--- config.mk ---
export PLATFORM = sky130hd
export DESIGN_NAME = mem_access_stage
export DESIGN_NICKNAME = d
export VERILOG_FILES = /design/src/rtl/mem_access_stage.sv
export SDC_FILE = /design/constraint.sdc
export NUM_CORES = 1
export LEC_CHECK = 0
export ABC_AREA = 1
export CORE_MARGIN = 4
export CORE_UTILIZATION = 30
export CTS_CLUSTER_SIZE = 14
export DETAILED_ROUTE_END_ITERATION = 7
export GPL_ROUTABILITY_DRIVEN = 0
export GPL_TIMING_DRIVEN = 0
export SYNTH_ARGS = -nofsm -noshare
export SYNTH_HDL_FRONTEND = slang
export SYNTH_SLANG_ARGS = --single-unit
--- constraint.sdc ---
create_clock -name clk -period 3.05 [get_ports clk]
set_clock_uncertainty 0.1 [all_clocks]
set_input_delay 0.915 -clock clk [delete_from_list [all_inputs] [get_ports clk]]
set_output_delay 0.915 -clock clk [all_outputs]
set_load 0.01 [all_outputs]
--- src/rtl/mem_access_stage.sv ---
// MEM stage: runs one word load/store per instruction on a valid/ready data bus,
// stalls upstream while the transaction is in flight, and registers the MEM/WB result.
module mem_access_stage #(
  parameter int XLEN    = 32,
  parameter int RADDR_W = 5,
  parameter int TIMEOUT = 255
) (
  input  logic               clk,
  input  logic               rst_n,
  input  logic               ex_valid,
  input  logic               ex_is_load,
  input  logic               ex_is_store,
  input  logic [XLEN-1:0]    ex_alu_result,
  input  logic [XLEN-1:0]    ex_store_data,
  input  logic [RADDR_W-1:0] ex_rd,
  input  logic               ex_reg_write,
  output logic               stall_o,
  output logic               mem_req,
  output logic               mem_we,
  output logic [XLEN-1:0]    mem_addr,
  output logic [XLEN-1:0]    mem_wdata,
  input  logic               mem_ready,
  input  logic               mem_rvalid,
  input  logic [XLEN-1:0]    mem_rdata,
  output logic               wb_valid,
  output logic               wb_reg_write,
  output logic [RADDR_W-1:0] wb_rd,
  output logic [XLEN-1:0]    wb_data,
  output logic               misalign_err,
  output logic               bus_err,
  output logic [1:0]         dbg_state_o
);

  localparam int CNT_W = $clog2(TIMEOUT + 1);
  localparam logic [1:0] ST_IDLE = 2'b00;
  localparam logic [1:0] ST_REQ  = 2'b01;
  localparam logic [1:0] ST_RESP = 2'b10;
  localparam logic [CNT_W-1:0] CNT_LAST = CNT_W'(TIMEOUT - 1);
  localparam logic [CNT_W-1:0] CNT_ONE  = CNT_W'(1);

  // Bus handshake: a request is presented while mem_req=1 and is accepted in the
  // cycle mem_ready=1; mem_addr/mem_we/mem_wdata stay stable until then. Read data
  // is taken only in a cycle with mem_rvalid=1 while a load awaits it (RESP, or
  // together with mem_ready in REQ); mem_rvalid at any other time is ignored.

  logic [1:0]         state_q, state_d;
  logic [CNT_W-1:0]   cnt_q, cnt_d;
  logic               mem_req_q, mem_req_d;
  logic               mem_we_q, mem_we_d;
  logic [XLEN-1:0]    mem_addr_q, mem_addr_d;
  logic [XLEN-1:0]    mem_wdata_q, mem_wdata_d;
  logic [RADDR_W-1:0] rd_q, rd_d;
  logic               reg_write_q, reg_write_d;
  logic               wb_valid_q, wb_valid_d;
  logic               wb_reg_write_q, wb_reg_write_d;
  logic [RADDR_W-1:0] wb_rd_q, wb_rd_d;
  logic [XLEN-1:0]    wb_data_q, wb_data_d;
  logic               misalign_err_q, misalign_err_d;
  logic               bus_err_q, bus_err_d;

  logic mem_op;
  logic misaligned;
  logic busy;
  logic complete;
  logic timeout;
  logic stall;

  assign mem_op     = ex_valid & (ex_is_load | ex_is_store);
  assign misaligned = (ex_alu_result[1:0] != 2'b00);
  assign busy       = (state_q == ST_REQ) || (state_q == ST_RESP);

  always_comb begin
    state_d        = state_q;
    cnt_d          = cnt_q;
    mem_req_d      = mem_req_q;
    mem_we_d       = mem_we_q;
    mem_addr_d     = mem_addr_q;
    mem_wdata_d    = mem_wdata_q;
    rd_d           = rd_q;
    reg_write_d    = reg_write_q;
    wb_valid_d     = 1'b0;
    wb_reg_write_d = wb_reg_write_q;
    wb_rd_d        = wb_rd_q;
    wb_data_d      = wb_data_q;
    misalign_err_d = 1'b0;
    bus_err_d      = 1'b0;
    complete       = 1'b0;
    timeout        = 1'b0;
    stall          = 1'b0;

    case (state_q)
      ST_IDLE: begin
        if (ex_valid && !mem_op) begin
          wb_valid_d     = 1'b1;
          wb_data_d      = ex_alu_result;
          wb_rd_d        = ex_rd;
          wb_reg_write_d = ex_reg_write;
        end else if (mem_op && misaligned) begin
          wb_valid_d     = 1'b1;
          wb_rd_d        = ex_rd;
          wb_reg_write_d = 1'b0;
          misalign_err_d = 1'b1;
        end else if (mem_op) begin
          // A load+store encoding is treated as a store.
          stall       = 1'b1;
          state_d     = ST_REQ;
          cnt_d       = '0;
          mem_req_d   = 1'b1;
          mem_we_d    = ex_is_store;
          mem_addr_d  = {ex_alu_result[XLEN-1:2], 2'b00};
          mem_wdata_d = ex_store_data;
          rd_d        = ex_rd;
          reg_write_d = ex_reg_write;
        end
      end
      ST_REQ:  complete = mem_ready && (mem_we_q || mem_rvalid);
      ST_RESP: complete = mem_rvalid;
      default: state_d = ST_IDLE;
    endcase

    if (busy) begin
      // Completion in the final allowed cycle beats the timeout.
      timeout = (cnt_q == CNT_LAST) && !complete;
      stall   = !(complete || timeout);
      cnt_d   = cnt_q + CNT_ONE;
      if (complete) begin
        state_d    = ST_IDLE;
        mem_req_d  = 1'b0;
        wb_valid_d = 1'b1;
        wb_rd_d    = rd_q;
        if (mem_we_q) begin
          wb_reg_write_d = 1'b0;
        end else begin
          wb_reg_write_d = reg_write_q;
          wb_data_d      = mem_rdata;
        end
      end else if (timeout) begin
        state_d        = ST_IDLE;
        mem_req_d      = 1'b0;
        wb_valid_d     = 1'b1;
        wb_rd_d        = rd_q;
        wb_reg_write_d = 1'b0;
        bus_err_d      = 1'b1;
      end else if ((state_q == ST_REQ) && mem_ready) begin
        state_d   = ST_RESP;
        mem_req_d = 1'b0;
      end
    end
  end

  always_ff @(posedge clk) begin
    if (!rst_n) begin
      state_q        <= ST_IDLE;
      cnt_q          <= '0;
      mem_req_q      <= 1'b0;
      mem_we_q       <= 1'b0;
      mem_addr_q     <= '0;
      mem_wdata_q    <= '0;
      rd_q           <= '0;
      reg_write_q    <= 1'b0;
      wb_valid_q     <= 1'b0;
      wb_reg_write_q <= 1'b0;
      wb_rd_q        <= '0;
      wb_data_q      <= '0;
      misalign_err_q <= 1'b0;
      bus_err_q      <= 1'b0;
    end else begin
      state_q        <= state_d;
      cnt_q          <= cnt_d;
      mem_req_q      <= mem_req_d;
      mem_we_q       <= mem_we_d;
      mem_addr_q     <= mem_addr_d;
      mem_wdata_q    <= mem_wdata_d;
      rd_q           <= rd_d;
      reg_write_q    <= reg_write_d;
      wb_valid_q     <= wb_valid_d;
      wb_reg_write_q <= wb_reg_write_d;
      wb_rd_q        <= wb_rd_d;
      wb_data_q      <= wb_data_d;
      misalign_err_q <= misalign_err_d;
      bus_err_q      <= bus_err_d;
    end
  end

  assign stall_o      = stall;
  assign mem_req      = mem_req_q;
  assign mem_we       = mem_we_q;
  assign mem_addr     = mem_addr_q;
  assign mem_wdata    = mem_wdata_q;
  assign wb_valid     = wb_valid_q;
  assign wb_reg_write = wb_reg_write_q;
  assign wb_rd        = wb_rd_q;
  assign wb_data      = wb_data_q;
  assign misalign_err = misalign_err_q;
  assign bus_err      = bus_err_q;
  assign dbg_state_o  = state_q;

endmodule

The clock network:
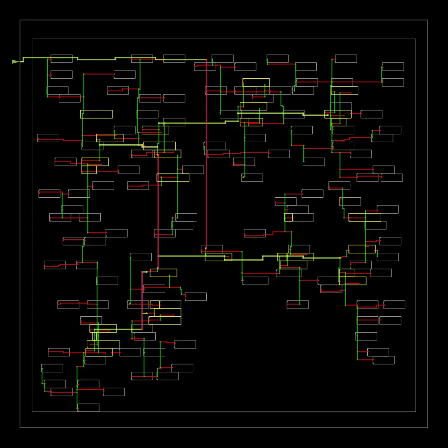
clk_buf instances: 22
registers: 121
CTS sink count: 121

==> metrics.cfg <==
[route]
drt_iter0_drc = 272
wl_met1_mm = 8.26
wl_per_cell_um = 16.3

[layout]
nFillCells = 1693
num-nonclk-inverters = 48
register_area_um2 = 2430
final_nets = 1026
antenna_cells = 0

[sta]
worst_pin_slew_ns = 0.648
relSlewSlack = 0.568
fin_crit_sh = 0.973

[cts]
cts_buffers = 17

[power_and_ir_drop]
power-top-group = the clock network
p_int_w = 0.00358
comb_power_w = 0.000571
powerSeq_w = 0.00168
p_leak_nw = 3.36
switching_share = 0.225

[grt]
grt-ovfl-total = 0
grt_pass1_wl_mm = 28.6

[placement]
place_ws_ns = -0.883
io_buffers = 215

[synth]
area_leaders = dfxtp_1 (47%), nor2_1 (11%), o21ai_0 (7.4%)
ys_cells = 672
synthCells = 672
synth.cellmix.simpleShare = 0.185
ys_area_um2 = 5210
numSynthFlops = 121

[status]
status = complete, no violations

[worst_setup_path]
r2r-end = wb_data[10]
cp.required_ns = 2.03

Drive-strength map:
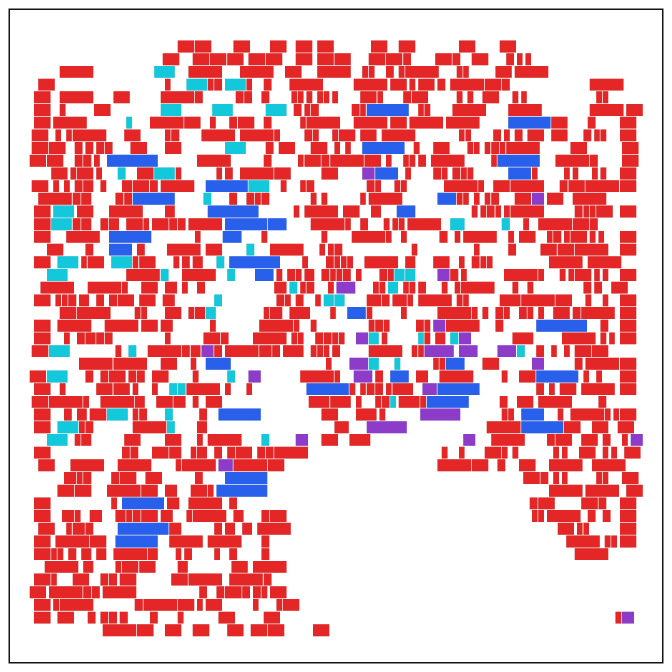
legend:
  drive 3 to 4:
    color: purple
    cells: 23
  drive 6 and up:
    color: blue
    cells: 36
  drive 2:
    color: cyan
    cells: 50
  drive 1 or less:
    color: red
    cells: 814

[worst register-to-register path: stages (launching register included)]
cell and delay, ns:
dfxtp_4 0.37, inv_1 0.07, ha_1 0.22, nand2_1 0.10
inv_1 0.05, nand2_1 0.18, clkbuf_1 0.47, o22ai_1 0.16
a21oi_1 0.17, nor2_1 0.05
[flip-flops by register name, indices dropped and copies added (netlist names)]
signal / cells
wb_data: 32
dbg_state_o: 2
mem_we: 1
wb_rd: 5
bus_err: 1
reg_write_q: 1
mem_req: 1
rd_q: 5
mem_wdata: 32
cnt_q: 8
mem_addr: 30
wb_reg_write: 1
misalign_err: 1
wb_valid: 1
[timing repair]
| item | CTS | global route |
|---|---|---|
| setup buffers | 3 | 1 |
| hold buffers | 0 | 0 |
| pin swaps | 2 | 4 |
| resized | 20 | 9 |
| setup endpoints to repair | 1 | 1 |
Power is estimated from default activity; no workload was simulated.
